**src/rtl/if_fetch_pkg.sv**
```systemverilog
// Shared types and constants for the instruction fetch stage.
// Fetch FSM encoding, sequential PC step and default reset PC.
package if_fetch_pkg;

    typedef enum logic [1:0] {
        FETCH = 2'd0,
        HOLD  = 2'd1,
        DROP  = 2'd2
    } fetch_state_t;

    localparam int unsigned PC_STEP = 4;
    localparam logic [63:0] DEFAULT_RESET_PC = 64'h0;

endpackage

```
**src/rtl/fetch_hold_buffer.sv**
```systemverilog
// One-entry buffer for an instruction fetched while decode stalls.
// Holds the instruction word and its pc+4.
module fetch_hold_buffer (
    input  logic        clk,
    input  logic        clear_n,
    input  logic        load,
    input  logic [31:0] instr_d,
    input  logic [63:0] pc4_d,
    output logic [31:0] instr_q,
    output logic [63:0] pc4_q
);

    register_32bit #(
        .RESET_VALUE(32'h0)
    ) u_instr (
        .clk    (clk),
        .reset  (clear_n),
        .enable (load),
        .d      (instr_d),
        .q      (instr_q)
    );

    register_64bit #(
        .RESET_VALUE(64'h0)
    ) u_pc4 (
        .clk    (clk),
        .reset  (clear_n),
        .enable (load),
        .d      (pc4_d),
        .q      (pc4_q)
    );

endmodule

```
**src/rtl/register_32bit.sv**
```systemverilog
// 32-bit register cell with load enable.
// Active-low synchronous clear to RESET_VALUE.
module register_32bit #(
    parameter logic [31:0] RESET_VALUE = 32'h0
) (
    input  logic        clk,
    input  logic        reset,
    input  logic        enable,
    input  logic [31:0] d,
    output logic [31:0] q
);

    // Clear has priority over load.
    always_ff @(posedge clk) begin
        if (!reset)
            q <= RESET_VALUE;
        else if (enable)
            q <= d;
    end

endmodule

```
**src/rtl/register_64bit.sv**
```systemverilog
// 64-bit register cell with load enable.
// Active-low synchronous clear to RESET_VALUE.
module register_64bit #(
    parameter logic [63:0] RESET_VALUE = 64'h0
) (
    input  logic        clk,
    input  logic        reset,
    input  logic        enable,
    input  logic [63:0] d,
    output logic [63:0] q
);

    // Clear has priority over load.
    always_ff @(posedge clk) begin
        if (!reset)
            q <= RESET_VALUE;
        else if (enable)
            q <= d;
    end

endmodule

```
**src/rtl/if_fetch_unit.sv**
```systemverilog
// Fetch stage: owns the PC, talks to instruction memory and feeds IF/ID.
// Absorbs memory wait states, decode stalls and branch redirects.
module if_fetch_unit #(
    parameter logic [63:0] RESET_PC = if_fetch_pkg::DEFAULT_RESET_PC,
    parameter int unsigned PC_STEP  = if_fetch_pkg::PC_STEP
) (
    input  logic        clk,
    input  logic        reset,
    input  logic        stall,
    input  logic        redirect,
    input  logic [63:0] redirect_pc,
    output logic        imem_req,
    output logic [63:0] imem_addr,
    input  logic        imem_ready,
    input  logic [31:0] imem_rdata,
    output logic [31:0] instr_out,
    output logic [63:0] pc_plus4_out,
    output logic        valid_out,
    output logic        ifid_enable,
    output logic [63:0] pc_out
);

    import if_fetch_pkg::*;

    fetch_state_t state;
    fetch_state_t state_nxt;

    logic [63:0] pc;
    logic [63:0] pc_d;
    logic [63:0] pc_inc;
    logic        pc_en;

    logic [63:0] pending_pc;
    logic        pend_en;

    logic        hold_load;
    logic [31:0] hold_instr;
    logic [63:0] hold_pc4;

    assign pc_inc    = pc + 64'(PC_STEP);
    assign imem_addr = pc;
    assign pc_out    = pc;

    // A redirect always writes a bubble, even over a stall.
    assign ifid_enable = ~reset | ~stall | redirect;

    register_64bit #(
        .RESET_VALUE(RESET_PC)
    ) u_pc (
        .clk    (clk),
        .reset  (reset),
        .enable (pc_en),
        .d      (pc_d),
        .q      (pc)
    );

    register_64bit #(
        .RESET_VALUE(64'h0)
    ) u_pending (
        .clk    (clk),
        .reset  (reset),
        .enable (pend_en),
        .d      (redirect_pc),
        .q      (pending_pc)
    );

    fetch_hold_buffer u_hold (
        .clk     (clk),
        .clear_n (reset),
        .load    (hold_load),
        .instr_d (imem_rdata),
        .pc4_d   (pc_inc),
        .instr_q (hold_instr),
        .pc4_q   (hold_pc4)
    );

    // FSM state register.
    always_ff @(posedge clk) begin
        if (!reset)
            state <= FETCH;
        else
            state <= state_nxt;
    end

    // Next-state, PC update and IF/ID-facing outputs.
    always_comb begin
        state_nxt    = state;
        pc_d         = pc;
        pc_en        = 1'b0;
        pend_en      = 1'b0;
        hold_load    = 1'b0;
        imem_req     = 1'b0;
        valid_out    = 1'b0;
        instr_out    = 32'h0;
        pc_plus4_out = 64'h0;

        unique case (state)
            FETCH: begin
                imem_req     = 1'b1;
                instr_out    = imem_rdata;
                pc_plus4_out = pc_inc;
                if (redirect) begin
                    if (imem_ready) begin
                        pc_d  = redirect_pc;
                        pc_en = 1'b1;
                    end else begin
                        // Address must stay put until the
                        // in-flight request completes.
                        pend_en   = 1'b1;
                        state_nxt = DROP;
                    end
                end else if (imem_ready) begin
                    valid_out = 1'b1;
                    pc_d      = pc_inc;
                    pc_en     = 1'b1;
                    if (stall) begin
                        hold_load = 1'b1;
                        state_nxt = HOLD;
                    end
                end
            end
            HOLD: begin
                if (redirect) begin
                    pc_d      = redirect_pc;
                    pc_en     = 1'b1;
                    state_nxt = FETCH;
                end else begin
                    valid_out    = 1'b1;
                    instr_out    = hold_instr;
                    pc_plus4_out = hold_pc4;
                    if (!stall)
                        state_nxt = FETCH;
                end
            end
            DROP: begin
                imem_req = 1'b1;
                pend_en  = redirect;
                if (imem_ready) begin
                    pc_d      = redirect ? redirect_pc : pending_pc;
                    pc_en     = 1'b1;
                    state_nxt = FETCH;
                end
            end
            default: begin
                state_nxt = FETCH;
            end
        endcase

        if (!reset) begin
            imem_req     = 1'b0;
            valid_out    = 1'b0;
            instr_out    = 32'h0;
            pc_plus4_out = 64'h0;
        end
    end

endmodule

```
**config.mk**
```make
export PLATFORM = sky130hd
export DESIGN_NAME = if_fetch_unit
export DESIGN_NICKNAME = d
export VERILOG_FILES = /design/src/rtl/if_fetch_pkg.sv /design/src/rtl/fetch_hold_buffer.sv /design/src/rtl/register_32bit.sv /design/src/rtl/register_64bit.sv /design/src/rtl/if_fetch_unit.sv
export SDC_FILE = /design/constraint.sdc
export NUM_CORES = 1
export LEC_CHECK = 0
export CORE_AREA = 5 5 177 179
export DETAILED_ROUTE_END_ITERATION = 10
export DIE_AREA = 0 0 182 184
export PLACE_DENSITY_LB_ADDON = 0.3
export SLEW_MARGIN = 20
export SYNTH_ARGS = -nofsm -noshare
export SYNTH_HDL_FRONTEND = slang
export SYNTH_SLANG_ARGS = --single-unit
```
**constraint.sdc**
```tcl
create_clock -name clk -period 3 [get_ports clk]
set_input_delay 0.9 -clock clk [delete_from_list [all_inputs] [get_ports clk]]
set_output_delay 0.9 -clock clk [all_outputs]
set_load 0.02 [all_outputs]
```
Fig. 1: run 1, flops by top-level scope
Scale: 2 px per um.
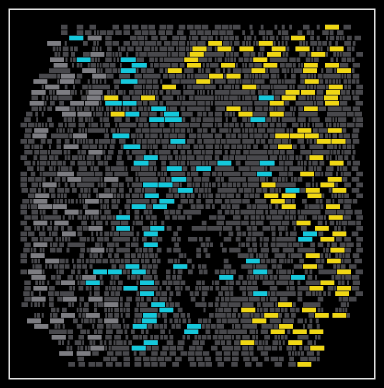
legend:
  yellow:
    scope: `u_hold`
    sequential_cells: 96
  cyan:
    scope: `u_pc`
    sequential_cells: 64

Fig. 2: run 1, selected gate families
Scale: 2 px per um.
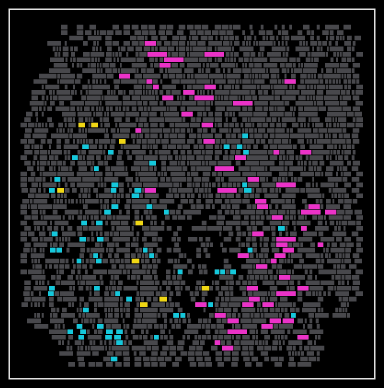
legend:
  magenta:
    family: XOR/XNOR gates
    cells: 59
    most_used: xnor2_2
  cyan:
    family: AND-OR and OR-AND gates
    cells: 61
    most_used: a22o_1
  yellow:
    family: multiplexers
    cells: 9
    most_used: mux2_2

==> results_dict.tcl, run 1 <==
# metrics dict for downstream scripts
set metrics [dict create \
    max_freq_ghz 0.260 \
    io_buffers 327 \
    drive_above_1_share 0.352 \
    logic_gate_count 1328 \
    seq_power_mw 3.54 \
    cts_sinks 226 \
    edf_count 0 \
    ant_nets 0 \
    irDropWorstVdd_v 0.000428 \
    cp.required_ns 2.10 \
    failed_checks "negative setup slack" \
    cts.repair.resized 682 \
    fp.coreArea_um2 29400 \
    max_slew_margin 0.357 \
    fin_cells 2744 \
    met2WireLength_um 26700 \
    hold_viol 0 \
    dominant_cells "logic gates" \
    taps 390 \
    die-area_um2 33500 \
    tightest_slew_ns 0.964 \
    rsz0062_at_grt "yes" \
    ys_cells 1797 \
    status "complete, but fails checks" \
    grt_first_pass_wirelength_um 88300 \
    path_depth 7 \
    nonClkBufAreaFrac 0.313 \
    seqCellArea_um2 4570 \
    slew_viol_final 0 \
    cp-start-kind "flop" \
    ys_chip_area_um2 13100 \
    die_y_um 184 \
    setup_slack_ns -0.844 \
    period_needed_ns 3.84 \
    ys.flops 226 \
    syn_avg_cell_area_um2 7.27 \
    htree_levels 1 \
    p_total_mw 12.6 \
    fin_tns_setup_ns -31.03 \
    ff2ff_setup_slack_ns 0.04 \
    setup_violations 57 \
    synthArstFlopShare 0 \
    compound_area_frac 0.273 \
    post_dp_cell_area_um2 18600 \
    min-delay-start "u_pending.q[1]" \
    yosys_warnings 0 \
    design.seq.count 226 \
]
Fig. 3: run 1, close-up of the layout
Region (76, 114) to (106, 144) um. Cells in gray, sequential cells in the stronger gray; small squares are vias.
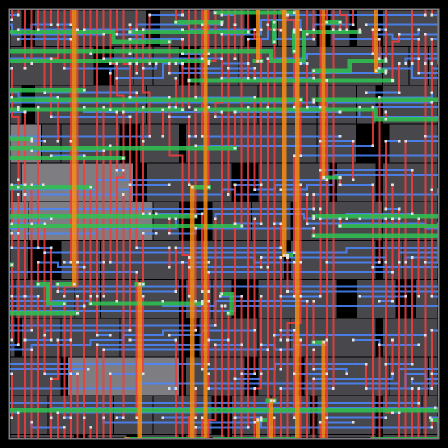
legend:
  orange:
    layer: met4
  red:
    layer: met2
  blue:
    layer: met1
  green:
    layer: met3
netlist names of flops here include: `u_pc.q` (3)
cells with their middle in the window: 76
sequential cells in the window: 3
most frequent: buf_4 (23), buf_6 (12), nor2_1 (6)

-- run 1: registers in the layout, summed over array words and instances, names as in the netlist --
signal,count
u_hold.u_pc4.q,64
u_pc.q,64
u_pending.q,64
u_hold.u_instr.q,32
state,2
-- run 1: cell usage after synthesis, drive strengths merged, types with 12 or more instances --
master | count | area, um2
nand2 | 298 | 1120
dfxtp | 226 | 4520
a21oi | 219 | 1100
nor2 | 153 | 574
clkbuf | 136 | 510
o21ai | 130 | 651
a22oi | 91 | 683
buf | 91 | 611
nor3 | 41 | 205
nand4 | 40 | 265
nand3 | 39 | 195
xor2 | 31 | 272
xnor2 | 28 | 245
nor4 | 21 | 138
a211oi | 17 | 128
a22o | 17 | 149
a221oi | 16 | 140
inv | 15 | 56.3
a221o | 13 | 130
or4 | 13 | 101
nor2b | 12 | 75.1
==> run 2, diff against run 1 <==
- CORE_AREA: 5 5 177 179 -> 5 5 215 217
- DIE_AREA: 0 0 182 184 -> 0 0 220 222
==> results_dict.tcl, run 2 <==
# metrics dict for downstream scripts
set metrics [dict create \
    area_leaders "dfxtp_1 (35%), nand2_1 (8.6%), a21oi_1 (8.4%), a22oi_1 (5.2%), o21ai_0 (4.9%)" \
    synthArstFlopShare 0 \
    die-area_um2 48800 \
    taps 592 \
    irDropWorstVdd_v 0.000343 \
    reg_top3 "u_hold.u_pc4.q: 64 flops, u_pc.q: 64 flops, u_pending.q: 64 flops" \
    max_slew_margin 0.316 \
    io_buffers 327 \
    firstDrtPassIters 9 \
    sh_comb_area 0.413 \
    drive_above_1_share 0.345 \
    grt_first_pass_wirelength_um 94900 \
    synth_area_leader_cell "dfxtp_1" \
    htree_levels 1 \
    nonClkBufAreaFrac 0.302 \
    synth.most_common_cell "nand2_1" \
    p_int_mw 7.62 \
    clock_skew_ns 0.0180 \
    design.seq.count 226 \
    period_needed_ns 3.81 \
    setup_slack_ns -0.811 \
    crit_start "u_pc.q[3]" \
    logic_gate_count 1329 \
    syn_inst 1797 \
    status "complete, but fails checks" \
    cts_sinks 226 \
    nNonClkBuffers 716 \
    dominant_cells "logic gates" \
    ys.flops 226 \
    ff2ff_setup_slack_ns 0.08 \
    post_dp_cell_area_um2 18900 \
    wl_met3_um 5970 \
    cp_num_buf_inv 2 \
    top_cells_by_count "nand2_1 (298), dfxtp_1 (226), a21oi_1 (219)" \
    dieWidth_um 220 \
    path_depth 9 \
    hold_viol 0 \
    compound_area_frac 0.273 \
    warning_count 32 \
    rsz0062_at_grt "yes" \
    critPathTopFamily "simple AND/OR/NAND/NOR gates" \
    ys_chip_area_um2 13100 \
    min-delay-start "u_pending.q[5]" \
    edf_count 0 \
    seqCellArea_um2 4570 \
    syn_avg_cell_area_um2 7.27 \
    failed_checks "negative setup slack" \
    yosys_warnings 0 \
    slew_viol_final 0 \
    netlist.area_leader.share 0.346 \
    insertion_delay_ns 0.56 \
    die_y_um 222 \
    nClkBuffers 37 \
    setup_violations 57 \
    comb_power_mw 5.57 \
    powerDensity_nw_per_um2 565 \
    seq_power_mw 3.55 \
    ys_sh_xor 0.0396 \
    cp-start-kind "flop" \
    max_freq_ghz 0.262 \
    met2WireLength_um 28900 \
    cp.required_ns 2.10 \
    ys_cells 1797 \
    tightest_slew_ns 1.03 \
    layout_top_cells "buf_4 (318), nand2_1 (287), clkdlybuf4s50_1 (226)" \
    ant_nets 0 \
    fp.coreArea_um2 43900 \
]
## run 2: cell counts after synthesis
No cell type changed its count.
## run 2: what timing repair did
item                                    in CTS  in global routing
buffers inserted                            60                 37
endpoints found under the setup margin      98                 79
gates cloned                                 4                  0
hold buffers                                 0                  0
pin swaps                                   65                 74
resized                                    621                121
## run 2: per-stage QoR
| step | std cells | total power [mW] | TNS (ns) | hold WS (ns) |
|---|---|---|---|---|
| final | 2929 | 12.3 | -31.93 | 0.454 |
| after global routing | 2928 | 12.8 | -36.40 | 0.468 |
| after CTS | 2904 | 12.2 | -29.59 | 0.455 |
| after detailed placement | 2796 | 8.65 | -51.29 | 0.446 |
| after global placement | 2796 | 8.60 | -49.67 | 0.441 |
| after floorplan | 1797 | 6.21 | -3.94 | 0.436 |
Fig. 4: run 2, flops by top-level scope
Scale: 1.5 px per um.
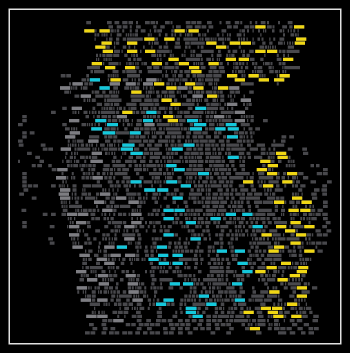
legend:
  cyan:
    scope: `u_pc`
    sequential_cells: 64
  yellow:
    scope: `u_hold`
    sequential_cells: 96

Fig. 5: run 2, congestion heat map
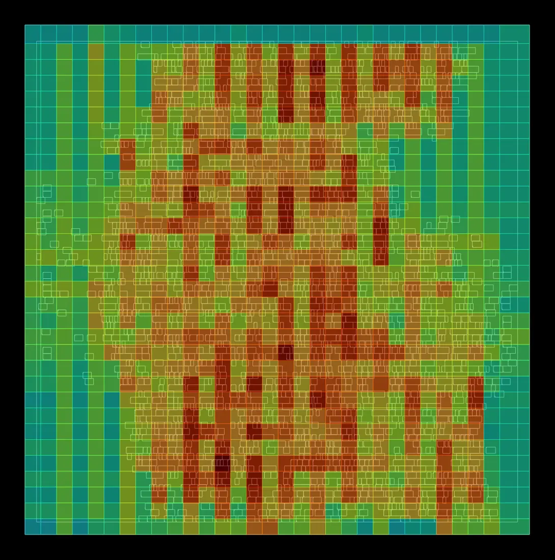
met1 Usage GRT: 0.347
aggregate global-route resource usage: 0.247
fin util: 0.497
M2 GR Usage: 0.378
Wirelength per Cell: 21.7 um

Power figures rest on the tool's default switching activity, not on a simulated workload.
